Fig. 1: run 1, gate-type map
(2 px per micron)
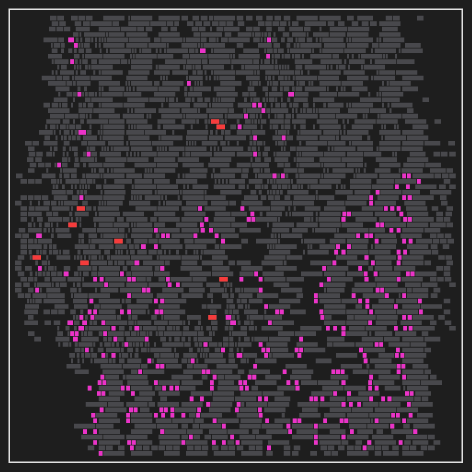
Fig. 2: run 1, ports around the boundary
(2 px per micron) Pins as bars across the die edge, other pins in grey.
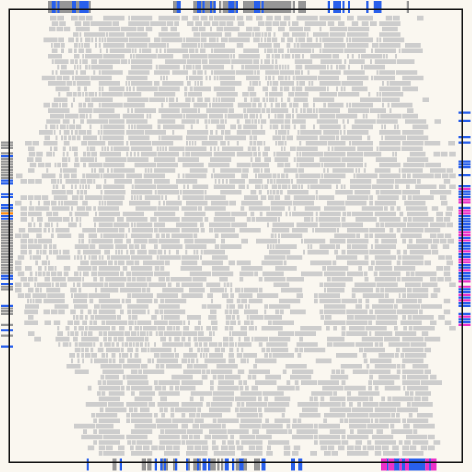
Fig. 3: run 1, nets reached from selected ports
(1 px per micron)
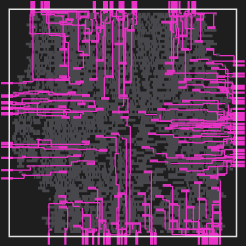
$ cat config.mk
export PLATFORM = sky130hd
export DESIGN_NAME = cpu_trace_unit
export DESIGN_NICKNAME = d
export VERILOG_FILES = /design/src/rtl/cpu_trace_unit.sv
export SDC_FILE = /design/constraint.sdc
export NUM_CORES = 1
export LEC_CHECK = 0
export CORE_MARGIN = 2
export CORE_UTILIZATION = 57
export CTS_CLUSTER_DIAMETER = 50
export DETAILED_ROUTE_END_ITERATION = 12
export PLACE_DENSITY = 0.8
export SLEW_MARGIN = 20
export SYNTH_ARGS = -nofsm -noshare
export SYNTH_HDL_FRONTEND = slang
export SYNTH_SLANG_ARGS = --single-unit
$ cat constraint.sdc
create_clock -name clk_i -period 8.2 [get_ports clk_i]
set_input_delay 1.64 -clock clk_i [delete_from_list [all_inputs] [get_ports clk_i]]
set_output_delay 1.64 -clock clk_i [all_outputs]
set_load 0.005 [all_outputs]
$ cat src/rtl/cpu_trace_unit.sv
// Per-cycle CPU status trace producer: samples PC and hazard/branch signals,
// keeps running cycle/stall/flush counts and queues 128-bit records in a FIFO.
module cpu_trace_unit #(
    parameter int unsigned DEPTH      = 4,
    parameter int unsigned MAX_CYCLES = 64
) (
    input  logic         clk_i,
    input  logic         rst_i,
    input  logic         start_i,
    input  logic [31:0]  pc_i,
    input  logic         stall_i,
    input  logic         branch_i,
    input  logic         flush_i,
    output logic         trace_valid_o,
    input  logic         trace_ready_i,
    output logic [127:0] trace_data_o,
    output logic [31:0]  cycle_o,
    output logic [31:0]  stall_cnt_o,
    output logic [31:0]  flush_cnt_o,
    output logic [15:0]  drop_cnt_o,
    output logic         done_o
);

    localparam int unsigned AW = $clog2(DEPTH);

    typedef enum logic [1:0] {IDLE, RUN, HALT} state_e;

    state_e         state_q, state_d;
    logic [AW:0]    wr_ptr_q, wr_ptr_d, rd_ptr_q, rd_ptr_d;
    logic [127:0]   mem_q [DEPTH];
    logic [31:0]    cycle_q, cycle_d;
    logic [31:0]    stall_cnt_q, stall_cnt_d;
    logic [31:0]    flush_cnt_q, flush_cnt_d;
    logic [15:0]    drop_cnt_q, drop_cnt_d;

    logic           sample, empty, full, pop, push;
    logic [31:0]    stall_next, flush_next, cycle_next;
    logic [127:0]   record;

    always_comb begin
        state_d     = state_q;
        wr_ptr_d    = wr_ptr_q;
        rd_ptr_d    = rd_ptr_q;
        cycle_d     = cycle_q;
        stall_cnt_d = stall_cnt_q;
        flush_cnt_d = flush_cnt_q;
        drop_cnt_d  = drop_cnt_q;

        // The IDLE->RUN edge is itself a sampling edge
        sample     = start_i && (state_q != HALT);
        empty      = (wr_ptr_q == rd_ptr_q);
        full       = (wr_ptr_q[AW] != rd_ptr_q[AW]) &&
                     (wr_ptr_q[AW-1:0] == rd_ptr_q[AW-1:0]);
        pop        = !empty && trace_ready_i;
        push       = sample && (!full || pop);

        stall_next = stall_cnt_q + {31'b0, stall_i & ~branch_i};
        flush_next = flush_cnt_q + {31'b0, flush_i};
        cycle_next = cycle_q + 32'd1;
        record     = {cycle_q, pc_i, stall_next, flush_next};

        if (pop) begin
            rd_ptr_d = rd_ptr_q + 1'b1;
        end
        if (push) begin
            wr_ptr_d = wr_ptr_q + 1'b1;
        end

        if (sample) begin
            cycle_d     = cycle_next;
            stall_cnt_d = stall_next;
            flush_cnt_d = flush_next;
            state_d     = RUN;
            if (MAX_CYCLES != 0 && cycle_next == 32'(MAX_CYCLES)) begin
                state_d = HALT;
            end
            // Dropped records still advance the counters
            if (!push && drop_cnt_q != 16'hFFFF) begin
                drop_cnt_d = drop_cnt_q + 16'd1;
            end
        end
    end

    always_ff @(posedge clk_i) begin
        if (rst_i) begin
            state_q     <= IDLE;
            wr_ptr_q    <= '0;
            rd_ptr_q    <= '0;
            cycle_q     <= '0;
            stall_cnt_q <= '0;
            flush_cnt_q <= '0;
            drop_cnt_q  <= '0;
            for (int unsigned i = 0; i < DEPTH; i++) begin
                mem_q[i] <= '0;
            end
        end else begin
            state_q     <= state_d;
            wr_ptr_q    <= wr_ptr_d;
            rd_ptr_q    <= rd_ptr_d;
            cycle_q     <= cycle_d;
            stall_cnt_q <= stall_cnt_d;
            flush_cnt_q <= flush_cnt_d;
            drop_cnt_q  <= drop_cnt_d;
            if (push) begin
                mem_q[wr_ptr_q[AW-1:0]] <= record;
            end
        end
    end

    assign trace_valid_o = !empty;
    assign trace_data_o  = mem_q[rd_ptr_q[AW-1:0]];
    assign cycle_o       = cycle_q;
    assign stall_cnt_o   = stall_cnt_q;
    assign flush_cnt_o   = flush_cnt_q;
    assign drop_cnt_o    = drop_cnt_q;
    assign done_o        = (state_q == HALT) && empty;

endmodule

==> results_tabular.tex, run 1 <==
% Implementation results table
\begin{tabular}{lr}
\hline
Metric & Value \\
\hline
\multicolumn{2}{l}{\textbf{Clocking}} \\
Number of levels the H-tree was split into & 2 \\
Max clock buf depth & 3 \\
CTS tree & built \\
\# hold bufs at CTS & 0 \\
Number of buffers inserted to repair setup after CTS & 0 \\
Master cell of the clock root buffer & sky130\_fd\_sc\_hd\_\_clkbuf\_16 \\
Clock buffers created by TritonCTS & 61 \\
\multicolumn{2}{l}{\textbf{Timing}} \\
Fin. Hold Viols & 0 \\
Total count of max-transition violations in the final report & 0 \\
Worst Tran Pin Value & 1.06 ns \\
Worst max-slew margin expressed relative to the limit & 29.1\% \\
Min cycle time layout & 5.08 ns \\
Fmax & 0.197 GHz \\
Final setup violation count & 0 \\
Slack of the critical path & 3.12 ns \\
\multicolumn{2}{l}{\textbf{Synthesis}} \\
Synth logic family & simple AND/OR/NAND/NOR gates \\
And-or/or-and share of the synthesized area & 1.33\% \\
Post-synthesis cell count from yosys & 2105 \\
Yosys top cell by area & sky130\_fd\_sc\_hd\_\_edfxtp\_1 \\
XOR/XNOR Area Share & 5.41\% \\
Post-synthesis net count & 2153 \\
\multicolumn{2}{l}{\textbf{Outcome}} \\
Result of the run & finished, final reports clean \\
\multicolumn{2}{l}{\textbf{Hold path}} \\
Hold Crit Start & state\_q[1]\$\_SDFFE\_PP0P\_ \\
Hold EP & state\_q[1]\$\_SDFFE\_PP0P\_ \\
\multicolumn{2}{l}{\textbf{Route}} \\
Wire length on met1 & 27.5 mm \\
Final routed DRC violation total & 0 \\
Post-route ant nets & 0 \\
\multicolumn{2}{l}{\textbf{Critical path}} \\
CP Capture Type & output pin \\
Slowest-stage cell, CP & sky130\_fd\_sc\_hd\_\_buf\_4 \\
Family of cells with the greatest summed delay on the critical path & buffers and inverters \\
Crit path buf inv count & 3 \\
Worst path depth & 4 \\
Crit Reg-Reg Endpoint & mem\_q[0][45]\$\_SDFFCE\_PN0P\_ \\
\multicolumn{2}{l}{\textbf{Job}} \\
Max-cap violations & 0 \\
Tool warnings & 27 \\
\multicolumn{2}{l}{\textbf{Cells and area}} \\
Non-clock inverter total of the final layout & 4 \\
Layout Utilization & 68.5\% \\
Registers & 634 \\
Area growth from synthesis to layout & 19.1\% \\
Portion of the layout cell area used by clock cells & 6.05\% \\
Portion of the layout cell area used by non-clock buffers & 9.09\% \\
\multicolumn{2}{l}{\textbf{Floorplan}} \\
Core utilization before placement & 57.5\% \\
Area of the core & 0.0487 sq mm \\
Total die size & 0.0510 sq mm \\
\multicolumn{2}{l}{\textbf{Place}} \\
Post-placement setup slack & 2.47 ns \\
\multicolumn{2}{l}{\textbf{Pwr}} \\
Combinational power & 1.02 mW \\
\multicolumn{2}{l}{\textbf{Global route}} \\
Initial antenna violation count & 0 \\
Global-route wire length before repair & 102 mm \\
\hline
\end{tabular}
About Fig. 1:
| family | colour | cells |
|---|---|---|
| adder and majority cells | red | 9 |
| AND and OR gates | magenta | 315 |

About Fig. 2:
| port | colour | pins | direction | edge |
|---|---|---|---|---|
| `flush_i` | orange | 1 | input | left |
| `trace_data_o` | blue | 128 | output | 38 bottom, 38 right, 37 top, 15 left |
| `pc_i` | magenta | 32 | input | 18 right, 14 bottom |
all pins by edge: 92 top, 77 bottom, 56 left, 56 right
die height: 226 microns
horizontal die dimension: 226 microns
quantity of I/O buffers inserted on ports: 280

About Fig. 3:
| port | colour | bits | direction | edge | end cells | buffers | wire |
|---|---|---|---|---|---|---|---|
| `trace_data_o` | magenta | 128 | output | 38 bottom, 38 right, 37 top, 15 left | 128 | 128 | 7130 microns |
boundary pin count: 281

Fig. 4: run 1, placement view
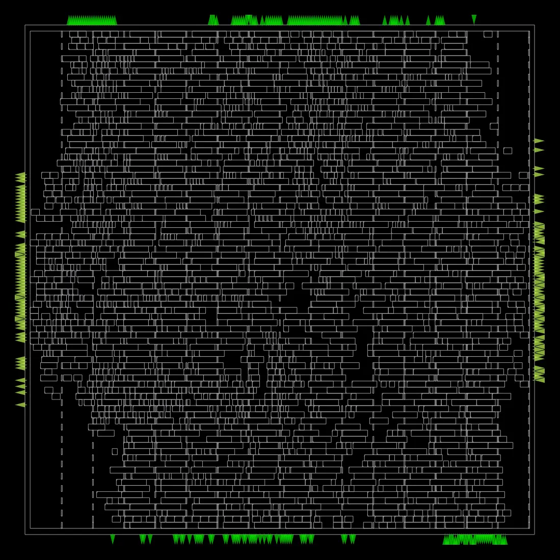

## Run 2: what changed since run 1
==> constraint.sdc (replaced) <==
create_clock -name clk_i -period 4.8 [get_ports clk_i]
set_input_delay 0.96 -clock clk_i [delete_from_list [all_inputs] [get_ports clk_i]]
set_output_delay 0.96 -clock clk_i [all_outputs]
set_load 0.005 [all_outputs]
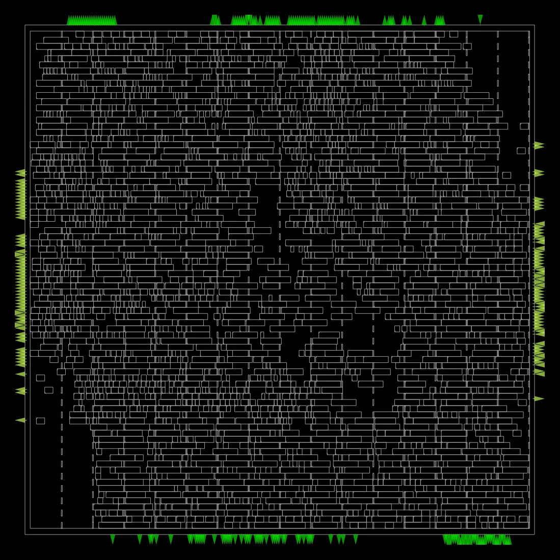
Fig. 5. Placement view (run 2).
registers: 634
register share of the cell area: 53.0%
fill cell instance count of the final layout: 3313
number of tap cells inserted: 664
number of rows created at floorplan: 81

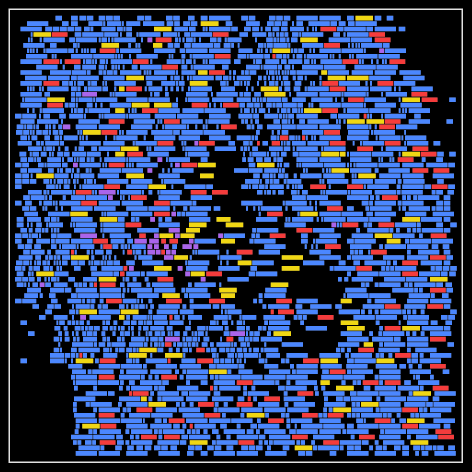
Fig. 6. Sizing map (run 2).
(2 px per micron)
| size | colour | cells | share |
|---|---|---|---|
| drive 2 | red | 156 | 6.5% |
| drive 1 or less | blue | 2098 | 88% |
| drive 6 and up | yellow | 95 | 4.0% |
| drive 3 to 4 | purple | 40 | 1.7% |
area growth from synthesis to layout: 20.1%
Non-clock buffers: 313
final instance area: 0.0337 sq mm
slack of the critical path: 0.951 ns

==> results_tabular.tex, run 2 <==
% Implementation results table
\begin{tabular}{lr}
\hline
Metric & Value \\
\hline
\multicolumn{2}{l}{\textbf{Outcome}} \\
Result of the run & finished, final reports clean \\
\multicolumn{2}{l}{\textbf{Hold path}} \\
Hold Crit Start & state\_q[1]\$\_SDFFE\_PP0P\_ \\
Hold EP & state\_q[1]\$\_SDFFE\_PP0P\_ \\
\multicolumn{2}{l}{\textbf{Timing}} \\
Worst Tran Pin Value & 0.938 ns (-0.125 ns) \\
Total count of max-transition violations in the final report & 0 (unchanged) \\
Min cycle time layout & 3.85 ns \\
Fin. Hold Viols & 0 (unchanged) \\
Final setup violation count & 0 (unchanged) \\
Fmax & 0.260 GHz \\
\multicolumn{2}{l}{\textbf{Cells and area}} \\
Non-clock inverter total of the final layout & 4 (unchanged) \\
Portion of the layout cell area used by non-clock buffers & 9.47\% (+0.37 points) \\
\multicolumn{2}{l}{\textbf{Synthesis}} \\
XOR/XNOR Area Share & 5.41\% (unchanged) \\
And-or/or-and share of the synthesized area & 1.33\% (unchanged) \\
\multicolumn{2}{l}{\textbf{Critical path}} \\
Crit Reg-Reg Endpoint & state\_q[0]\$\_SDFFE\_PP0P\_ \\
Crit path buf inv count & 2 (-1) \\
Family of cells with the greatest summed delay on the critical path & buffers and inverters \\
Worst path depth & 3 (-1) \\
Slowest-stage cell, CP & sky130\_fd\_sc\_hd\_\_dfxtp\_4 \\
CP Capture Type & output pin \\
\multicolumn{2}{l}{\textbf{Global route}} \\
Initial antenna violation count & 0 (unchanged) \\
Global-route wire length before repair & 104 mm (+1.9\%) \\
\multicolumn{2}{l}{\textbf{Clocking}} \\
Clock buffers created by TritonCTS & 67 (+9.8\%) \\
Master cell of the clock root buffer & sky130\_fd\_sc\_hd\_\_clkbuf\_16 \\
CTS tree & built \\
Max clock buf depth & 3 (unchanged) \\
\multicolumn{2}{l}{\textbf{Route}} \\
Final routed DRC violation total & 0 (unchanged) \\
\multicolumn{2}{l}{\textbf{Floorplan}} \\
Core utilization before placement & 57.5\% (unchanged) \\
Horizontal die dimension & 226 microns (unchanged) \\
Total die size & 0.0510 sq mm (unchanged) \\
Die height & 226 microns (unchanged) \\
\multicolumn{2}{l}{\textbf{Job}} \\
Max-cap violations & 0 (unchanged) \\
Tool warnings & 27 (unchanged) \\
\multicolumn{2}{l}{\textbf{Pwr}} \\
Combinational power & 1.79 mW (+75\%) \\
\hline
\end{tabular}
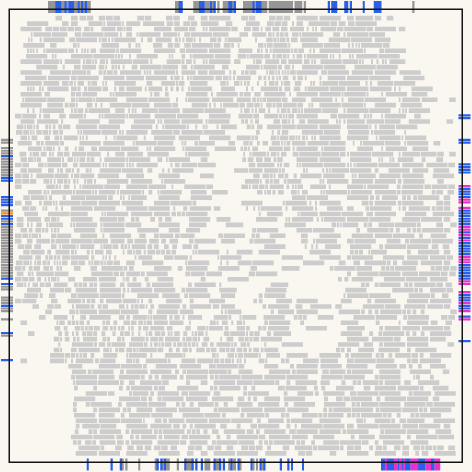
Fig. 7. Ports around the boundary (run 2).
(2 px per micron) Pins as bars across the die edge, other pins in grey.
| port | colour | pins | direction | edge |
|---|---|---|---|---|
| `flush_i` | orange | 1 | input | left |
| `pc_i` | magenta | 32 | input | 17 right, 15 bottom |
| `trace_data_o` | blue | 128 | output | 39 bottom, 38 right, 36 top, 15 left |
all pins by edge: 91 top, 77 bottom, 58 left, 55 right

Fig. 8: run 2, nets reached from selected ports
(1 px per micron)
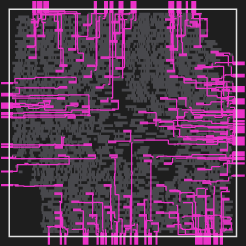

## Run 3: what changed since run 2
--- a/config.mk
+++ b/config.mk
@@ -6,10 +6,10 @@
 export NUM_CORES = 1
 export LEC_CHECK = 0
 export CORE_MARGIN = 2
-export CORE_UTILIZATION = 57
+export CORE_UTILIZATION = 52
 export CTS_CLUSTER_DIAMETER = 50
 export DETAILED_ROUTE_END_ITERATION = 12
-export PLACE_DENSITY = 0.8
+export PLACE_DENSITY = 0.77
 export SLEW_MARGIN = 20
 export SYNTH_ARGS = -nofsm -noshare
 export SYNTH_HDL_FRONTEND = slang
==> constraint.sdc (replaced) <==
create_clock -name clk_i -period 3.3 [get_ports clk_i]
set_input_delay 0.66 -clock clk_i [delete_from_list [all_inputs] [get_ports clk_i]]
set_output_delay 0.66 -clock clk_i [all_outputs]
set_load 0.005 [all_outputs]
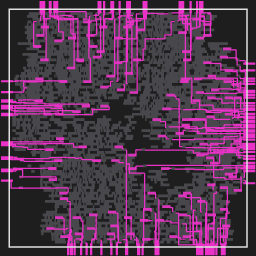
Fig. 9. Nets reached from selected ports (run 3).
(1 px per micron)
| port | colour | bits | direction | edge | end cells | buffers | wire |
|---|---|---|---|---|---|---|---|
| `trace_data_o` | magenta | 128 | output | 41 right, 35 bottom, 35 top, 17 left | 128 | 128 | 6450 microns |

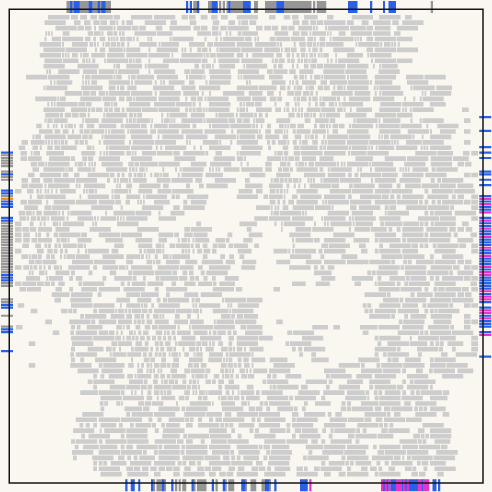
Fig. 10. Ports around the boundary (run 3).
(2 px per micron) Pins as bars across the die edge, other pins in grey.
| port | colour | pins | direction | edge |
|---|---|---|---|---|
| `trace_data_o` | blue | 128 | output | 41 right, 35 bottom, 35 top, 17 left |
| `flush_i` | orange | 1 | input | left |
| `pc_i` | magenta | 32 | input | 18 right, 14 bottom |
all pins by edge: 94 top, 76 bottom, 59 right, 52 left
horizontal die dimension: 236 microns
die height: 236 microns

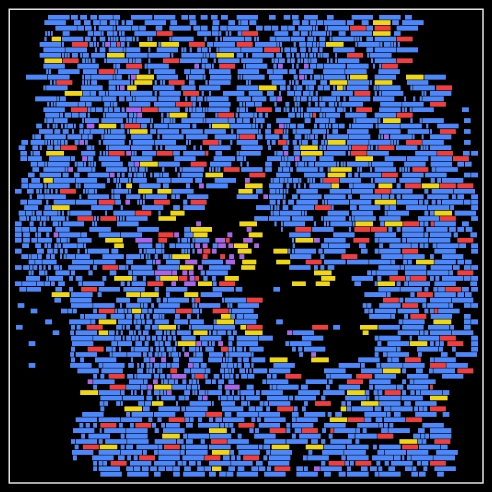
Fig. 11. Sizing map (run 3).
(2 px per micron)
| size | colour | cells | share |
|---|---|---|---|
| drive 1 or less | blue | 2098 | 86% |
| drive 3 to 4 | purple | 70 | 2.9% |
| drive 6 and up | yellow | 112 | 4.6% |
| drive 2 | red | 149 | 6.1% |

==> results_tabular.tex, run 3 <==
% Implementation results table
\begin{tabular}{lr}
\hline
Metric & Value \\
\hline
\multicolumn{2}{l}{\textbf{Outcome}} \\
Result of the run & finished, final reports clean \\
\multicolumn{2}{l}{\textbf{Hold path}} \\
Hold EP & flush\_cnt\_o[0]\$\_SDFFE\_PP0P\_ \\
Hold Crit Start & flush\_cnt\_o[0]\$\_SDFFE\_PP0P\_ \\
\multicolumn{2}{l}{\textbf{Critical path}} \\
Worst path depth & 3 (unchanged) \\
Crit path buf inv count & 2 (unchanged) \\
Crit Reg-Reg Endpoint & state\_q[0]\$\_SDFFE\_PP0P\_ \\
Family of cells with the greatest summed delay on the critical path & buffers and inverters \\
CP Capture Type & output pin \\
\multicolumn{2}{l}{\textbf{Cells and area}} \\
Register share of the cell area & 52.1\% (-0.90 points) \\
Registers & 634 (unchanged) \\
Final instance area & 0.0342 sq mm (+1.7\%) \\
Area growth from synthesis to layout & 22.1\% \\
Portion of the layout cell area used by non-clock buffers & 10.6\% (+1.1 points) \\
\multicolumn{2}{l}{\textbf{Timing}} \\
Fmax & 0.315 GHz \\
Worst Tran Pin Value & 0.940 ns (+0.00200 ns) \\
Final setup violation count & 0 (unchanged) \\
Fin. Hold Viols & 0 (unchanged) \\
Min cycle time layout & 3.17 ns \\
Total count of max-transition violations in the final report & 0 (unchanged) \\
\multicolumn{2}{l}{\textbf{Floorplan}} \\
Number of rows created at floorplan & 85 (+4.9\%) \\
Number of tap cells inserted & 696 (+4.8\%) \\
Total die size & 0.0558 sq mm (+9.4\%) \\
Core utilization before placement & 52.3\% (-5.2 points) \\
\multicolumn{2}{l}{\textbf{Synthesis}} \\
And-or/or-and share of the synthesized area & 1.33\% (unchanged) \\
\multicolumn{2}{l}{\textbf{Global route}} \\
Initial antenna violation count & 3 (+3) \\
\multicolumn{2}{l}{\textbf{Job}} \\
Max-cap violations & 0 (unchanged) \\
Tool warnings & 27 (unchanged) \\
\multicolumn{2}{l}{\textbf{Clocking}} \\
Clock buffers created by TritonCTS & 68 (+1.5\%) \\
CTS tree & built \\
Master cell of the clock root buffer & sky130\_fd\_sc\_hd\_\_clkbuf\_16 \\
\hline
\end{tabular}
Power is estimated from default activity; no workload was simulated.
